--- config.mk ---
export PLATFORM = sky130hd
export DESIGN_NAME = text_lcd_bus_decoder
export DESIGN_NICKNAME = d
export VERILOG_FILES = /design/src/rtl/text_lcd_bus_decoder_pkg.sv /design/src/rtl/text_lcd_bus_decoder_sync.sv /design/src/rtl/text_lcd_bus_decoder.sv
export SDC_FILE = /design/constraint.sdc
export NUM_CORES = 1
export LEC_CHECK = 0
export CAP_MARGIN = 40
export CORE_UTILIZATION = 40
export CTS_BUF_LIST = sky130_fd_sc_hd__clkbuf_4
export DETAILED_ROUTE_END_ITERATION = 8
export PLACE_DENSITY = 0.63
export SYNTH_ARGS = -nofsm -noshare
export SYNTH_HDL_FRONTEND = slang
export SYNTH_SLANG_ARGS = --single-unit
export TNS_END_PERCENT = 1
--- constraint.sdc ---
create_clock -name clk -period 18.5 [get_ports clk]
set_input_delay 1.85 -clock clk [delete_from_list [all_inputs] [get_ports clk]]
set_output_delay 1.85 -clock clk [all_outputs]
set_load 0.02 [all_outputs]
--- src/rtl/text_lcd_bus_decoder_pkg.sv ---
// Shared constants, types and address-stepping helper for the text LCD bus decoder.
package text_lcd_bus_decoder_pkg;

    localparam int unsigned DATA_W     = 8;
    localparam int unsigned ADDR_W     = 7;
    localparam int unsigned LINE_CHARS = 16;
    localparam int unsigned NUM_CHARS  = 2 * LINE_CHARS;
    localparam int unsigned IDX_W      = 5;
    localparam int unsigned LINE_W     = LINE_CHARS * DATA_W;

    localparam logic [DATA_W-1:0] CMD_CLEAR    = 8'h01;
    localparam logic [DATA_W-1:0] CMD_HOME     = 8'h02;
    localparam logic [DATA_W-1:0] CMD_ENTRY    = 8'h04;
    localparam logic [DATA_W-1:0] CMD_DISPLAY  = 8'h08;
    localparam logic [DATA_W-1:0] CMD_SHIFT    = 8'h10;
    localparam logic [DATA_W-1:0] CMD_FUNCTION = 8'h20;
    localparam logic [DATA_W-1:0] CMD_CGRAM    = 8'h40;
    localparam logic [DATA_W-1:0] CMD_DDRAM    = 8'h80;

    localparam logic [DATA_W-1:0] SPACE = 8'h20;

    localparam logic [ADDR_W-1:0] LINE1_BASE = 7'h00;
    localparam logic [ADDR_W-1:0] LINE2_BASE = 7'h40;
    localparam logic [ADDR_W-1:0] LINE1_END  = 7'h27;
    localparam logic [ADDR_W-1:0] LINE2_END  = 7'h67;

    typedef enum logic [0:0] {
        ST_IDLE  = 1'b0,
        ST_CLEAR = 1'b1
    } state_e;

    typedef struct packed {
        logic              e;
        logic              rs;
        logic              rw;
        logic [DATA_W-1:0] data;
    } lcd_bus_t;

    // Address counter step with two-line wrap; other addresses step modulo 128.
    function automatic logic [ADDR_W-1:0] step_ac(input logic [ADDR_W-1:0] ac, input logic inc);
        logic [ADDR_W-1:0] nxt;
        if (inc) begin
            if (ac == LINE1_END)      nxt = LINE2_BASE;
            else if (ac == LINE2_END) nxt = LINE1_BASE;
            else                      nxt = ac + ADDR_W'(1);
        end else begin
            if (ac == LINE1_BASE)      nxt = LINE2_END;
            else if (ac == LINE2_BASE) nxt = LINE1_END;
            else                       nxt = ac - ADDR_W'(1);
        end
        return nxt;
    endfunction

endpackage

--- src/rtl/text_lcd_bus_decoder_sync.sv ---
// Input synchronizer for the LCD bus plus falling-edge detect on e.
// The extra pipeline stage holds the bus as it was while e was still high.
module lcd_bus_sync
    import text_lcd_bus_decoder_pkg::*;
#(
    parameter int unsigned SYNC_STAGES = 2
) (
    input  logic              clk,
    input  logic              rst,
    input  logic              i_e,
    input  logic              i_rs,
    input  logic              i_rw,
    input  logic [DATA_W-1:0] i_data,
    output logic              o_event_c,
    output logic              o_rs_c,
    output logic              o_rw_c,
    output logic [DATA_W-1:0] o_data_c
);

    localparam int DEPTH = int'(SYNC_STAGES) + 1;

    lcd_bus_t w_in;
    lcd_bus_t r_pipe [DEPTH];

    always_comb begin
        w_in.e    = i_e;
        w_in.rs   = i_rs;
        w_in.rw   = i_rw;
        w_in.data = i_data;
    end

    always_ff @(posedge clk or posedge rst) begin
        if (rst) begin
            for (int i = 0; i < DEPTH; i++) r_pipe[i] <= '0;
        end else begin
            r_pipe[0] <= w_in;
            for (int i = 1; i < DEPTH; i++) r_pipe[i] <= r_pipe[i-1];
        end
    end

    assign o_event_c = r_pipe[DEPTH-1].e & ~r_pipe[DEPTH-2].e;
    assign o_rs_c    = r_pipe[DEPTH-1].rs;
    assign o_rw_c    = r_pipe[DEPTH-1].rw;
    assign o_data_c  = r_pipe[DEPTH-1].data;

endmodule

--- src/rtl/text_lcd_bus_decoder.sv ---
// Snoops the text LCD bus, decodes HD44780-style commands/data writes and
// rebuilds the 2x16 visible character buffer and address counter.
module text_lcd_bus_decoder
    import text_lcd_bus_decoder_pkg::*;
#(
    parameter int unsigned SYNC_STAGES = 2
) (
    input  logic                clk,
    input  logic                rst,
    input  logic                lcd_e,
    input  logic                lcd_rs,
    input  logic                lcd_rw,
    input  logic [DATA_W-1:0]   lcd_data,
    output logic [LINE_W-1:0]   line1_text,
    output logic [LINE_W-1:0]   line2_text,
    output logic [ADDR_W-1:0]   ddram_address,
    output logic                display_on,
    output logic                busy,
    output logic                cmd_strobe,
    output logic                data_strobe,
    output logic                overrun
);

    logic              w_event;
    logic              w_rs;
    logic              w_rw;
    logic [DATA_W-1:0] w_data;
    logic              w_busy;
    logic              w_cmd;
    logic              w_wr;
    logic              w_clear_cmd;
    state_e            w_state_nxt;

    state_e            r_state;
    logic [IDX_W-1:0]  r_clr_idx;
    logic [DATA_W-1:0] r_text [NUM_CHARS];
    logic [ADDR_W-1:0] r_ac;
    logic              r_inc;
    logic              r_cgram;
    logic              r_display_on;
    logic              r_cmd_strobe;
    logic              r_data_strobe;
    logic              r_overrun;

    lcd_bus_sync #(
        .SYNC_STAGES (SYNC_STAGES)
    ) u_sync (
        .clk       (clk),
        .rst       (rst),
        .i_e       (lcd_e),
        .i_rs      (lcd_rs),
        .i_rw      (lcd_rw),
        .i_data    (lcd_data),
        .o_event_c (w_event),
        .o_rs_c    (w_rs),
        .o_rw_c    (w_rw),
        .o_data_c  (w_data)
    );

    assign w_cmd       = w_event & ~w_busy & ~w_rw & ~w_rs;
    assign w_wr        = w_event & ~w_busy & ~w_rw &  w_rs;
    assign w_clear_cmd = w_cmd & (w_data == CMD_CLEAR);

    always_ff @(posedge clk or posedge rst) begin
        if (rst) r_state <= ST_IDLE;
        else     r_state <= w_state_nxt;
    end

    always_comb begin
        w_state_nxt = r_state;
        case (r_state)
            ST_IDLE:  if (w_clear_cmd) w_state_nxt = ST_CLEAR;
            ST_CLEAR: if (r_clr_idx == IDX_W'(NUM_CHARS - 1)) w_state_nxt = ST_IDLE;
            default:  w_state_nxt = ST_IDLE;
        endcase
    end

    always_comb begin
        w_busy = (r_state == ST_CLEAR);
    end

    // Datapath: clear sweep, command decode (highest set bit wins) and data writes.
    always_ff @(posedge clk or posedge rst) begin
        if (rst) begin
            for (int i = 0; i < int'(NUM_CHARS); i++) r_text[i] <= SPACE;
            r_clr_idx     <= '0;
            r_ac          <= '0;
            r_inc         <= 1'b1;
            r_cgram       <= 1'b0;
            r_display_on  <= 1'b0;
            r_cmd_strobe  <= 1'b0;
            r_data_strobe <= 1'b0;
            r_overrun     <= 1'b0;
        end else begin
            r_cmd_strobe  <= w_cmd;
            r_data_strobe <= w_wr;

            if (w_busy) begin
                r_text[r_clr_idx] <= SPACE;
                r_clr_idx         <= r_clr_idx + IDX_W'(1);
                if (w_event) r_overrun <= 1'b1;
            end

            if (w_cmd) begin
                if (|(w_data & CMD_DDRAM)) begin
                    r_ac    <= w_data[ADDR_W-1:0];
                    r_cgram <= 1'b0;
                end else if (|(w_data & CMD_CGRAM)) begin
                    r_cgram <= 1'b1;
                end else if (|(w_data & CMD_FUNCTION)) begin
                    r_cgram <= r_cgram;
                end else if (|(w_data & CMD_SHIFT)) begin
                    if (!w_data[3]) r_ac <= step_ac(r_ac, w_data[2]);
                end else if (|(w_data & CMD_DISPLAY)) begin
                    r_display_on <= w_data[2];
                end else if (|(w_data & CMD_ENTRY)) begin
                    r_inc <= w_data[1];
                end else if (|(w_data & CMD_HOME)) begin
                    r_ac <= '0;
                end else if (|(w_data & CMD_CLEAR)) begin
                    r_ac      <= '0;
                    r_inc     <= 1'b1;
                    r_cgram   <= 1'b0;
                    r_clr_idx <= '0;
                end
            end

            if (w_wr && !r_cgram) begin
                if (r_ac[6:4] == 3'b000)      r_text[{1'b0, r_ac[3:0]}] <= w_data;
                else if (r_ac[6:4] == 3'b100) r_text[{1'b1, r_ac[3:0]}] <= w_data;
                r_ac <= step_ac(r_ac, r_inc);
            end
        end
    end

    always_comb begin
        line1_text = '0;
        line2_text = '0;
        for (int k = 0; k < int'(LINE_CHARS); k++) begin
            line1_text[(int'(LINE_CHARS) - 1 - k) * int'(DATA_W) +: DATA_W] = r_text[k];
            line2_text[(int'(LINE_CHARS) - 1 - k) * int'(DATA_W) +: DATA_W] = r_text[k + int'(LINE_CHARS)];
        end
    end

    assign ddram_address = r_ac;
    assign display_on    = r_display_on;
    assign busy          = w_busy;
    assign cmd_strobe    = r_cmd_strobe;
    assign data_strobe   = r_data_strobe;
    assign overrun       = r_overrun;

endmodule

**Met2 routing**

The bar under the picture is 50 um long.
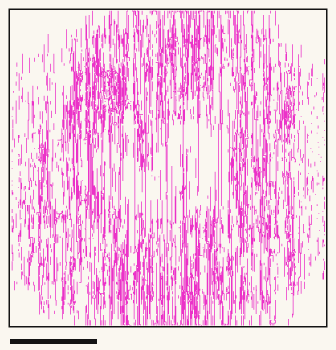
1,348 nets have wire on it. The layer holds 47% of the routed length. The wires run mostly vertical.
final WL: 40.7 mm
met2 Usage GRT: 40.3%

**Signal wires by layer**

The bar under the picture is 50 um long. Only two layers are drawn.
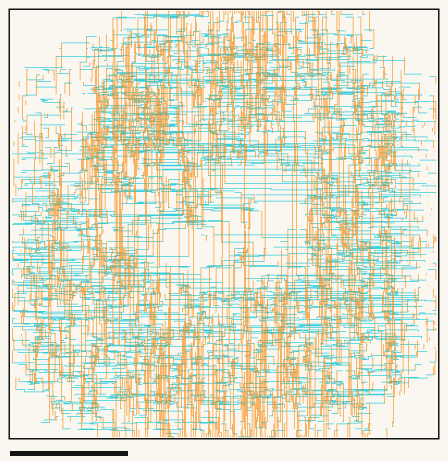
Key: cyan = M1 [wire length 17,900 um]; orange = M2 [wire length 19,300 um]
Global Route Usage Sum: 25.0%
Vias: 11,200
WL per Instance: 18.7 um

==> results.ini <==
[setup_path]
r2r_slack_ps=15420
crit_required_ps=16650
critPathBufInv=1

[cts]
cts_root_buf=clkbuf_4
cts_sinks=308
post_cts_buffers=0

[status]
status=completed

[final_layout]
layout.nonclk_buf_share_pct=17.8
area_delta_synth_final_pct=33.6
inverters=9
num_antenna_cells=3

[job]
tool_warnings=36

[grt]
grt_max_degree=114

[logic_synthesis]
ys_area_um2=12800
async_flop_share_pct=100
ys.flop_type=dfrtp_1
top_area_share_pct=53.7

[placed_design]
place_ws_ps=13840
hpwl_mm=26.2

[min_path]
hold_start=u_sync.r_pipe[24]

[die]
row_count=65

[final_timing]
rsz0062_at_grt=false

[drt]
drt_iter0_drc=785

[power]
clockPowerShare_pct=40.6

**Supply network**

The bar under the picture is 50 um long. Pins as bars on the die edge.
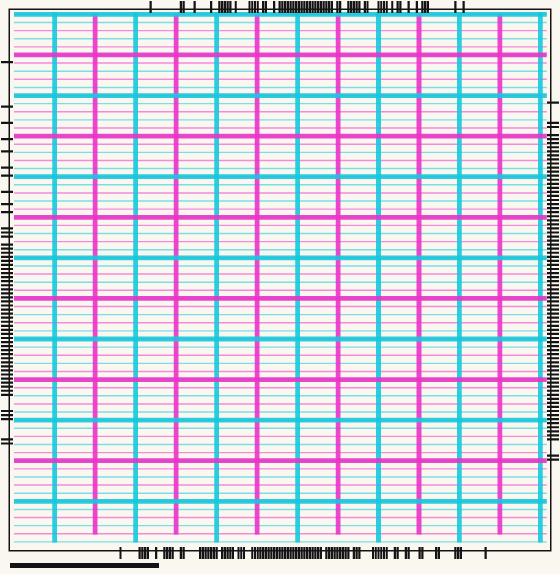
Key: cyan = VSS; magenta = VDD
The core has 65 rows. 281 signal pins sit on the boundary. 13 straps on met5. 13 straps on met4.
Worst VDD drop: 0.0535 mV
die span in x: 181 um

**M3 wires**

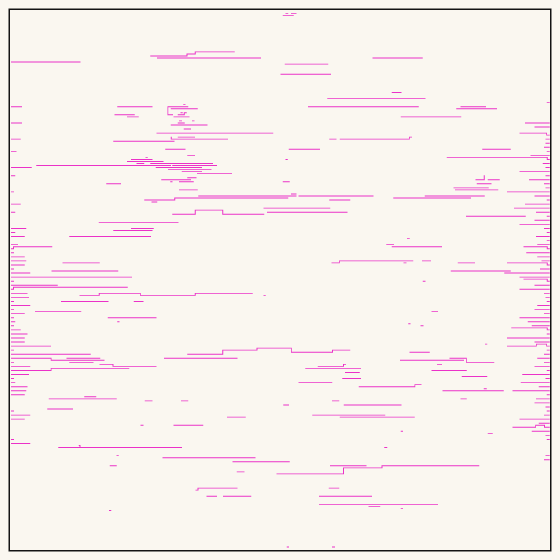
The layer holds 6.7% of the routed length. 217 nets have wire on it. The wires run mostly horizontal.
M3 GR Usage: 5.30%

